Fig. 1: run 1, metal layers overlaid
(4 px per µm)
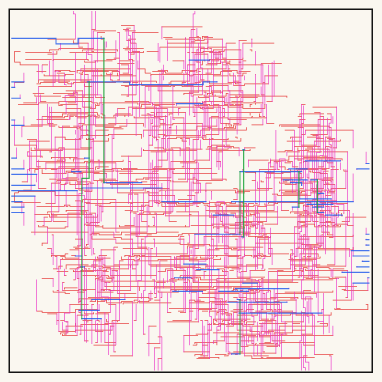
Fig. 2: run 1, sequential cells grouped by signal name
(4 px per µm) Other sequential cells in the stronger grey, the rest of the logic in the fainter grey.
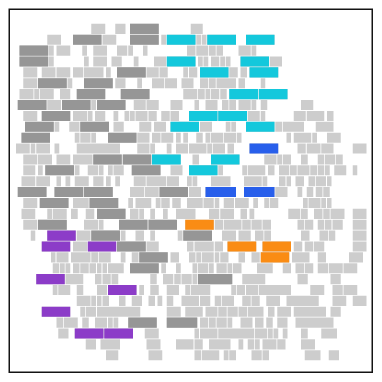
Fig. 3: run 1, clock routing
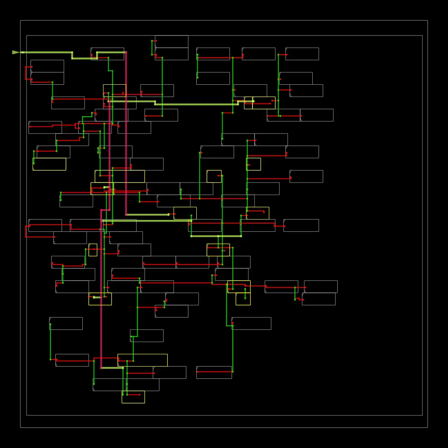
==> config.mk <==
export PLATFORM = sky130hd
export DESIGN_NAME = tick_scheduler
export DESIGN_NICKNAME = d
export VERILOG_FILES = /design/src/rtl/tick_scheduler.sv
export SDC_FILE = /design/constraint.sdc
export NUM_CORES = 1
export LEC_CHECK = 0
export CAP_MARGIN = 20
export CORE_UTILIZATION = 50
export CTS_CLUSTER_DIAMETER = 30
export DETAILED_ROUTE_END_ITERATION = 10
export GPL_TIMING_DRIVEN = 0
export PLACE_DENSITY = 0.74
export SETUP_SLACK_MARGIN = 0.05
export SKIP_LAST_GASP = 1
export SLEW_MARGIN = 20
export SYNTH_ARGS = -nofsm -noshare
export SYNTH_HDL_FRONTEND = slang
export SYNTH_SLANG_ARGS = --single-unit
==> constraint.sdc <==
create_clock -name clk -period 2.94 [get_ports clk]
set_clock_uncertainty 0.05 [all_clocks]
set_input_delay 0.441 -clock clk [delete_from_list [all_inputs] [get_ports clk]]
set_output_delay 0.441 -clock clk [all_outputs]
set_load 0.05 [all_outputs]
==> src/rtl/tick_scheduler.sv <==
// Tick scheduler: programmable tick divider plus a round-robin, quantum-limited
// ownership arbiter that advances only on divided ticks.
module tick_scheduler #(
   parameter int N_REQ       = 4,
   parameter int DIV_W       = 16,
   parameter int DEFAULT_DIV = 25,
   parameter int QUANTUM     = 8
) (
   input  logic             clk,
   input  logic             rst,
   input  logic             cfg_we,
   input  logic [DIV_W-1:0] cfg_div,
   input  logic [N_REQ-1:0] req,
   input  logic [N_REQ-1:0] done,
   output logic [N_REQ-1:0] grant,
   output logic [2:0]       owner_id,
   output logic             busy,
   output logic             tick,
   output logic             owner_tick,
   output logic             clk_out
);

   localparam logic [DIV_W-1:0] DEF_DIV = DIV_W'(DEFAULT_DIV);
   localparam logic [7:0]       Q_LAST  = 8'(QUANTUM - 1);
   localparam logic [2:0]       LG_RST  = 3'(N_REQ - 1);

   typedef enum logic {S_IDLE, S_OWNED} state_t;

   logic [DIV_W-1:0] cnt_q, div_act_q, div_pend_q;
   logic             tick_q, clk_q, owner_tick_q;
   logic [N_REQ-1:0] grant_q;
   logic [2:0]       owner_q, last_q;
   logic             busy_q;
   logic [7:0]       slot_q;
   state_t           state_q;

   logic             wrap;
   logic             rel;
   logic             busy_nx;
   logic [3:0]       idle_pk, pre_pk;

   // Round-robin search: first set bit strictly after base, wrapping.
   // Returns {found, index}.
   function automatic logic [3:0] rr_pick(input logic [N_REQ-1:0] v,
                                          input logic [2:0] base);
      logic [3:0] r;
      r = '0;
      for (int i = 1; i <= N_REQ; i++) begin
         int k;
         k = int'(base) + i;
         if (k >= N_REQ) k = k - N_REQ;
         if (!r[3] && v[k]) r = {1'b1, 3'(k)};
      end
      return r;
   endfunction

   assign wrap    = (cnt_q == div_act_q);
   // Owner lets go through done or by dropping its request line.
   assign rel     = |(grant_q & (done | ~req));
   assign idle_pk = rr_pick(req, last_q);
   assign pre_pk  = rr_pick(req & ~grant_q, owner_q);

   // Next-cycle busy, so owner_tick lines up with the busy seen alongside tick.
   always_comb begin
      busy_nx = busy_q;
      if (state_q == S_IDLE) busy_nx = tick_q && idle_pk[3];
      else if (rel)          busy_nx = 1'b0;
   end

   // Divider: count to div_active, wrap, and issue a registered tick after the wrap.
   always_ff @(posedge clk) begin
      if (rst) begin
         cnt_q        <= '0;
         div_act_q    <= DEF_DIV;
         div_pend_q   <= DEF_DIV;
         tick_q       <= 1'b0;
         clk_q        <= 1'b0;
         owner_tick_q <= 1'b0;
      end else begin
         cnt_q        <= wrap ? '0 : cnt_q + DIV_W'(1);
         if (cfg_we) div_pend_q <= cfg_div;
         // New divide only takes effect at a period boundary; a write in the
         // wrap cycle itself is forwarded straight in.
         if (wrap) div_act_q <= cfg_we ? cfg_div : div_pend_q;
         tick_q       <= wrap;
         clk_q        <= clk_q ^ wrap;
         owner_tick_q <= wrap & busy_nx;
      end
   end

   // Ownership FSM: grant on tick, hold for a quantum, preempt or release.
   always_ff @(posedge clk) begin
      if (rst) begin
         state_q <= S_IDLE;
         grant_q <= '0;
         owner_q <= '0;
         busy_q  <= 1'b0;
         slot_q  <= '0;
         last_q  <= LG_RST;
      end else begin
         case (state_q)
            S_IDLE: begin
               if (tick_q && idle_pk[3]) begin
                  state_q <= S_OWNED;
                  grant_q <= N_REQ'(1) << idle_pk[2:0];
                  owner_q <= idle_pk[2:0];
                  busy_q  <= 1'b1;
                  slot_q  <= '0;
               end
            end
            S_OWNED: begin
               // Release beats a coincident preempt; the next grant waits for a tick.
               if (rel) begin
                  state_q <= S_IDLE;
                  grant_q <= '0;
                  owner_q <= '0;
                  busy_q  <= 1'b0;
                  slot_q  <= '0;
                  last_q  <= owner_q;
               end else if (tick_q) begin
                  if (slot_q == Q_LAST) begin
                     // Quantum spent: hand over only if someone else is waiting.
                     if (pre_pk[3]) begin
                        grant_q <= N_REQ'(1) << pre_pk[2:0];
                        owner_q <= pre_pk[2:0];
                        last_q  <= owner_q;
                        slot_q  <= '0;
                     end
                  end else begin
                     slot_q <= slot_q + 8'd1;
                  end
               end
            end
            default: state_q <= S_IDLE;
         endcase
      end
   end

   assign grant      = grant_q;
   assign owner_id   = owner_q;
   assign busy       = busy_q;
   assign tick       = tick_q;
   assign owner_tick = owner_tick_q;
   assign clk_out    = clk_q;

endmodule
==> summary.txt, run 1 <==
fresh numbers from the pnr run: DRT Pass-1 Iters 5, Tcrit/Tclk final 0.960, chip width 90.4 µm, asr flop ratio synth 0, R2R Setup Slk 0.12 ns, H-tree Lvls 3, I/O pin count 38, Mean Syn Cell Area 8.70 µm², die height 90.4 µm, clock-cell share of area 0.0474, Synth Cell Area 3910 µm², clock period minus worst slack 2.82 ns, status finished clean, Buffers, non-clock 58, maximum vdd drop 0.398 mV, tool warning count 34, Synth top area share 0.364, Top class by area combinational gates, yosys adder share 0.0448, Filler Cell Count 632, NonClk Buf Share 0.103, Worst Setup SP req[3], post-place instance area 4380 µm², max-cap viol count 0, clock buffer depth 2, Worst setup endpoint grant[3]$_SDFFE_PP0P_, ys flop type dfxtp_1, aoi share 0.158, Post-synth regs 71, post-synth area from yosys stat 3910 µm², Synth top cell by count dfxtp_1, Mapped Cells 449, Core ar. 7410 µm², most frequent cells in the layout 67 x dfxtp_1, 56 x nor2_1, 33 x clkdlybuf4s50_1, relative slew slack 0.500, area fraction in mux cells 0.0893, Slew Viols, Final 0, number of global-route vias before repair 3226, worst reg2reg path endpoint grant[3]$_SDFFE_PP0P_, ys cells 449, chip area 8170 µm², grt total ovfl 0, Crit path arrival time 3.01 ns, Row Count 31, Setup crit start kind input pin, comb area leader simple AND/OR/NAND/NOR gates, CP max FO 10
About Fig. 1:
Green stands for M4, wire length 165 µm. Blue stands for M3, wire length 419 µm. Magenta stands for M2, wire length 4060 µm. Red stands for M1, wire length 4350 µm.
total wire length: 9.00 mm
Routed wire per std cell: 15.0 µm

About Fig. 2:
Cyan stands for `cnt_q`, flops 16, where top middle. Blue stands for `owner_id`, flops 3. Orange stands for `grant`, flops 4. Purple stands for `slot_q`, flops 8, where bottom left.
Another 40 sequential cells are not coloured.
sequential group power: 0.985 mW
Seq/total area: 0.307

About Fig. 3:
clk pwr: 0.878 mW
clock sinks: 71
registers: 71

[run 1: power by group]
| part | leakage [nW] | internal (mW) | switching (mW) |
|---|---|---|---|
| combinational | 0.997 | 0.0776 | 0.0843 |
| clock | 0.114 | 0.480 | 0.397 |
| sequential | 0.576 | 0.976 | 0.00844 |
| total | 1.69 | 1.53 | 0.490 |
[run 1: per-layer routing]
metal | track usage | share of wire
met1 | 0.312 | 0.48
met4 | 0.0820 | 0.018
met2 | 0.360 | 0.45
met5 | 0 | 0
met3 | 0.0396 | 0.046
[run 1: worst max-delay path: stages]
cell	delay (ns)
clkdlybuf4s50_1	0.50
buf_2	0.21
nor2b_1	0.45
nand3_1	0.15
a211o_1	0.31
a211o_1	0.30
o211ai_1	0.17
nor3_1	0.11
a221o_1	0.36
[run 1: worst min path at each step]
stage | to | slack, ns | cells past startpoint
floorplan | slot_q[1]$_SDFFE_PP0P_ | 0.40 | 2
global placement | slot_q[1]$_SDFFE_PP0P_ | 0.41 | 2
detailed placement | slot_q[1]$_SDFFE_PP0P_ | 0.43 | 2
CTS | slot_q[1]$_SDFFE_PP0P_ | 0.44 | 2
global route | slot_q[1]$_SDFFE_PP0P_ | 0.46 | 2
finish | slot_q[1]$_SDFFE_PP0P_ | 0.44 | 2
[run 1: stage by stage]
step	std cells	TNS, ns	worst slack (ns)	power, mW	hold slack, ns
2_1_floorplan	449	0	0.0542	1.11	0.399
3_3_place_gp	581	-1.03	-0.176	1.16	0.410
3_5_place_dp	581	-1.53	-0.231	1.17	0.429
4_1_cts	599	0	0.0837	2.03	0.440
5_1_grt	599	0	0.0506	2.09	0.462
6_report	599	0	0.117	2.02	0.436
[run 1: state kept, by name (all words and copies together), names as in the netlist, 3 cells and up]
name,count
grant,4
div_pend_q,16
cnt_q,16
div_act_q,16
owner_id,3
slot_q,8
last_q,3
==> run 1 -> run 2 <==
Settings changed: CTS_CLUSTER_SIZE set to 24.
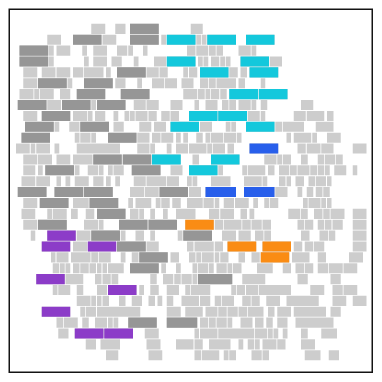
Fig. 4. Sequential cells grouped by signal name (run 2).
(4 px per µm) Other sequential cells in the stronger grey, the rest of the logic in the fainter grey.
Purple stands for `slot_q`, flops 8, where bottom left. Cyan stands for `cnt_q`, flops 16, where top middle. Blue stands for `owner_id`, flops 3. Orange stands for `grant`, flops 4.
FF+latch area: 1430 µm²
Util after Layout: 0.628

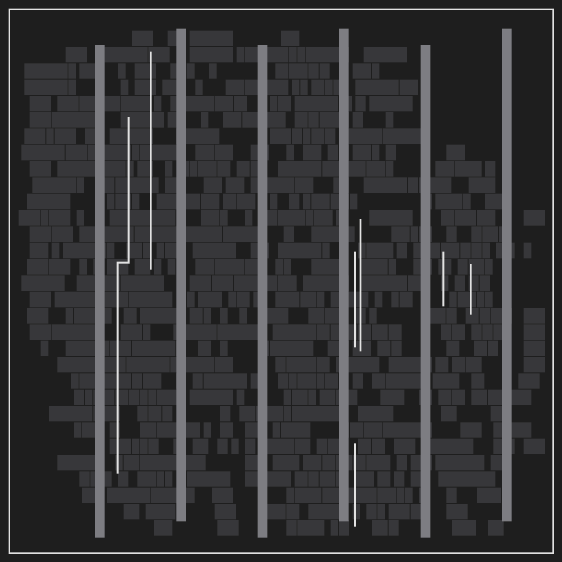
Fig. 5. Metal 4 (run 2).
(6 px per µm) Supply wires on this layer in grey. Cells faint in the background.
The longest straight run is 36.0 µm. The wires run mostly vertical.
DR vias: 3402

==> run 2 against run 1 <==
  * Cell count unchanged
  * Global-route usage unchanged
  * Count of clock-buffer cells in the layout unchanged
  * Synthesized area unchanged
  * Non-clock buffer count unchanged
  * Maximum frequency unchanged
  * Hold slack unchanged
  * Critical path depth unchanged
  * Setup slack unchanged
  * Utilization unchanged
  * Synthesized cell count unchanged
  * First-iteration DRC count unchanged
  * Largest power group unchanged
  * Highest routed layer unchanged
==> summary.txt, run 2 <==
fresh numbers from the pnr run: status finished clean, clock sinks 71, clk pwr 0.878 mW, CP top delay family AND-OR/OR-AND gates, max-cap viol count 0, yosys adder share 0.0448, WHS Endpoint slot_q[1]$_SDFFE_PP0P_, Non-Filler Instances 599, comb area leader simple AND/OR/NAND/NOR gates, Setup crit start kind input pin, Worst Hold Depth 2, Mapped Cells 449, chip area 8170 µm², Crit path arrival time 3.01 ns, Slowest cell on crit path clkdlybuf4s50_1, die height 90.4 µm, Pint 1.53 mW, Buf/Inv on CP 2, number of global-route vias before repair 3226, maximum vdd drop 0.398 mV, Mean Syn Cell Area 8.70 µm², area fraction in mux cells 0.0893, crit path cell chain clkdlybuf4s50_1 -> buf_2 -> nor2b_1 -> nand3_1 -> a211o_1 -> a211o_1 -> o211ai_1 -> nor3_1 -> a221o_1, Routed wire per std cell 15.0 µm, Sw Share 0.242, Setup TNS Final 0 ns, DRT Pass-1 Iters 5, asr flop ratio synth 0, Synth top area share 0.364, ys flop type dfxtp_1, Synth top cell by count dfxtp_1, Psw 0.490 mW, clock buffer depth 2, CP most frequent cell a211o_1, CP max FO 10, Row Count 31, clock period minus worst slack 2.82 ns, CP max stage delay 0.50 ns, tool warning count 34, most frequent cells in the layout 67 x dfxtp_1, 56 x nor2_1, 33 x clkdlybuf4s50_1, hold_ws 0.436 ns, pre-CTS setup slack -0.231 ns, ys cells 449, clock power share 0.434, Total Power 2.02 mW, grt total ovfl 0, H-tree Lvls 3, CP Depth 9
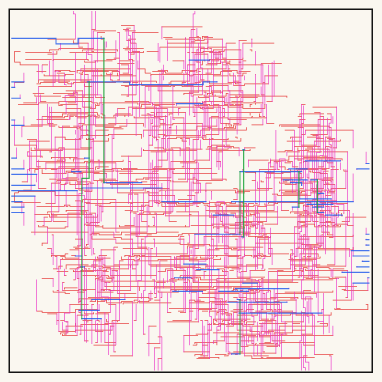
Fig. 6. Metal layers overlaid (run 2).
(4 px per µm)
Magenta stands for M2, wire length 4060 µm. Blue stands for M3, wire length 419 µm. Red stands for M1, wire length 4350 µm. Green stands for M4, wire length 165 µm.
GRT Overall Usage: 0.228

[run 2: cell counts in the layout (fill, tap and decap cells not counted)]
No cell type changed its count.
[run 2: cell families (layout without fill, tap and decap cells)]
group,Yosys count,after routing
flops,71,71
compound gates,88,88
buf+inv,37,88
fa+ha+maj,14,14
mux,29,29
xor+xnor,37,37
simple gates,173,173
[run 2: final cells by class]
type | instances | area, µm²
well taps | 99 | 124
inverters | 14 | 53.8
clock buffers | 9 | 124
plain buffers | 22 | 125
flip-flops and latches | 71 | 1430
fillers | 632 | 2760
multi-input cells | 341 | 2350
repair buffers | 36 | 353
clock inverters | 7 | 96.3
[run 2: worst reg2reg max path, delay by kind of cell (launching register included)]
kind            cells  cell delay (ns)
flops               1             0.36
fa+ha+maj           1             0.28
buf+inv             2             0.19
compound gates      2             0.42
mux                 1             0.54
simple gates        3             0.85
[run 2: layer usage]
layer	global-route usage	wire, µm	vias up
met5	0	0	-
met4	0.0820	165	0
met3	0.0396	418	17
met2	0.360	4060	105
met1	0.312	4350	1586
li1	-	-	1694
[run 2: worst max path at each step]
stage / startpoint / to / slack (ns)
after floorplan: owner_id[0]$_SDFFE_PP0P_ / grant[3]$_SDFFE_PP0P_ / 0.05
after global placement: req[1] / slot_q[4]$_SDFFE_PP0P_ / -0.18
after detailed placement: req[3] / grant[3]$_SDFFE_PP0P_ / -0.23
after CTS: last_q[0]$_SDFFE_PP1P_ / grant[3]$_SDFFE_PP0P_ / 0.08
after global routing: req[3] / grant[3]$_SDFFE_PP0P_ / 0.05
final: req[3] / grant[3]$_SDFFE_PP0P_ / 0.12
[run 2: through the flow]
step / instance area, µm² / utilization
after floorplan: 3920 / -
after global placement: 4380 / 0.591
after detailed placement: 4380 / 0.591
after CTS: 4640 / 0.626
after global routing: 4650 / 0.628
final: 4650 / 0.628
Fig. 7: run 2, clock routing
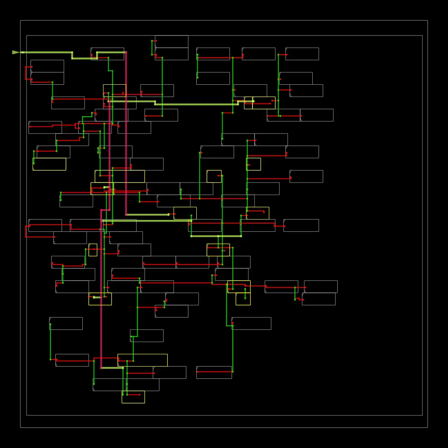

==> run 2 -> run 3 <==
Settings changed: CORE_UTILIZATION 50 to 45, PLACE_DENSITY 0.74 to 0.68.
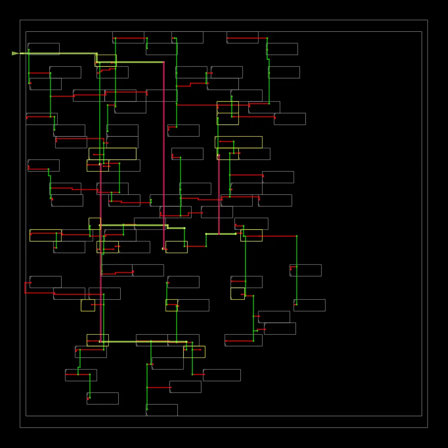
Fig. 8. Clock routing (run 3).
cts bufs inserted: 9
clk pwr: 0.885 mW
clkbuf count: 10
clk_lat worst skew: 0.35 ns

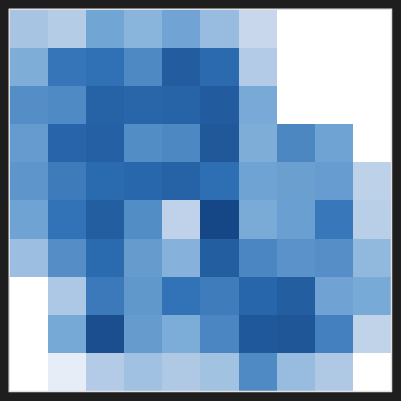
Fig. 9. Placement density heat map (run 3).
(4 px per µm) 10 x 10 tiles, from white (low) to dark blue (high), 0 to 100% covered.
The fullest tile reaches 91%. 21% of the tiles are over 75% full. The emptiest ninth of the die: top right. 14% of the tiles are nearly empty.
Util after Layout: 0.567
Core ar.: 8300 µm²
Initial Util: 0.471

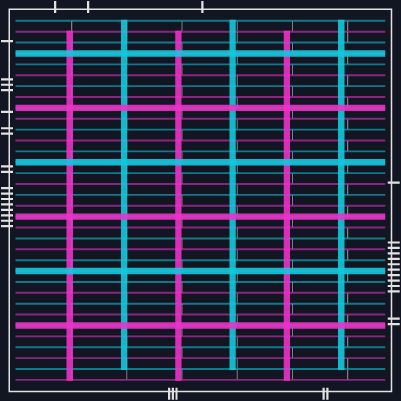
Fig. 10. Power grid (run 3).
(4 px per µm) Pins as bars on the die edge. Tap cells in grey.
Cyan stands for VDD. Magenta stands for VSS.
6 straps on met4. 34 met1 rails follow the rows.
maximum vdd drop: 0.441 mV
chip width: 95.2 µm
die height: 95.2 µm

==> run 3 against run 2 <==
  * Combinational power hardly changed
  * Synthesized cell count stayed put
  * Critical path depth stayed put
  * Wire length is 0.57% lower
  * First-iteration DRC count is 22% lower
  * Critical path type is now flip-flop to flip-flop
  * Largest cell class unchanged
  * Largest power group unchanged
  * Highest routed layer unchanged
==> summary.txt, run 3 <==
fresh numbers from the pnr run: status finished clean, clock power share 0.436, Synth top area share 0.364, asr flop ratio synth 0, max-cap viol count 0, comb area leader simple AND/OR/NAND/NOR gates, chip area 9060 µm², global routing met1 resource utilization 0.286, Synth top cell by count dfxtp_1, DRT Pass-1 Iters 5, Top Metal Used met4, Filler Cell Count 770, Mean Syn Cell Area 8.70 µm², area fraction in mux cells 0.0893, met3 global-route usage 0.0343, clock period minus worst slack 2.81 ns, placed cell count 587, Post-synth regs 71, worst reg2reg path endpoint grant[3]$_SDFFE_PP0P_, relative slew slack 0.525, most frequent cells in the layout 67 x dfxtp_1, 56 x nor2_1, 33 x clkdlybuf4s50_1
run 3: how the worst max path moves through the flow:
stage	to	start
after floorplan	grant[3]$_SDFFE_PP0P_	owner_id[0]$_SDFFE_PP0P_
after global placement	slot_q[4]$_SDFFE_PP0P_	req[1]
after detailed placement	grant[2]$_SDFFE_PP0P_	owner_id[1]$_SDFFE_PP0P_
after CTS	grant[3]$_SDFFE_PP0P_	last_q[0]$_SDFFE_PP1P_
after global routing	slot_q[1]$_SDFFE_PP0P_	last_q[0]$_SDFFE_PP1P_
final	grant[3]$_SDFFE_PP0P_	last_q[0]$_SDFFE_PP1P_
run 3: timing repair:
item | in CTS | in global routing
gates resized | 9 | 9
setup buffers | 1 | 9
pin swaps | 1 | 1
setup endpoints to repair | 14 | 11
run 3: through the flow:
step | hold WS (ns) | total power, mW | utilization | cell area [µm²] | TNS, ns
after floorplan | 0.399 | 1.11 | - | 3920 | 0
after global placement | 0.415 | 1.16 | 0.528 | 4380 | -1.09
after detailed placement | 0.423 | 1.17 | 0.528 | 4380 | -1.65
after CTS | 0.450 | 2.05 | 0.559 | 4640 | 0
after global routing | 0.470 | 2.11 | 0.567 | 4710 | 0
final | 0.447 | 2.03 | 0.567 | 4710 | 0
run 3: critical path, delay by kind of cell (launching register included):
family / cells / cell delay [ns]
AND/OR/NAND/NOR: 3 / 0.86
adder cells (fa/ha/maj): 1 / 0.27
buffers and inverters: 2 / 0.18
multiplexers: 1 / 0.54
flip-flops: 1 / 0.38
AND-OR/OR-AND: 2 / 0.41
run 3: final cells by class:
type                       count  area share
buffer                        21      0.0237
clock buffer                  10      0.0292
clock inverter                 6      0.0197
inverter                      14      0.0122
multi-input combinational    341       0.497
sequential                    71       0.304
tap                          105      0.0279
timing repair buffer          43      0.0861
No activity file was given, so power comes from the tool's default toggle rates.
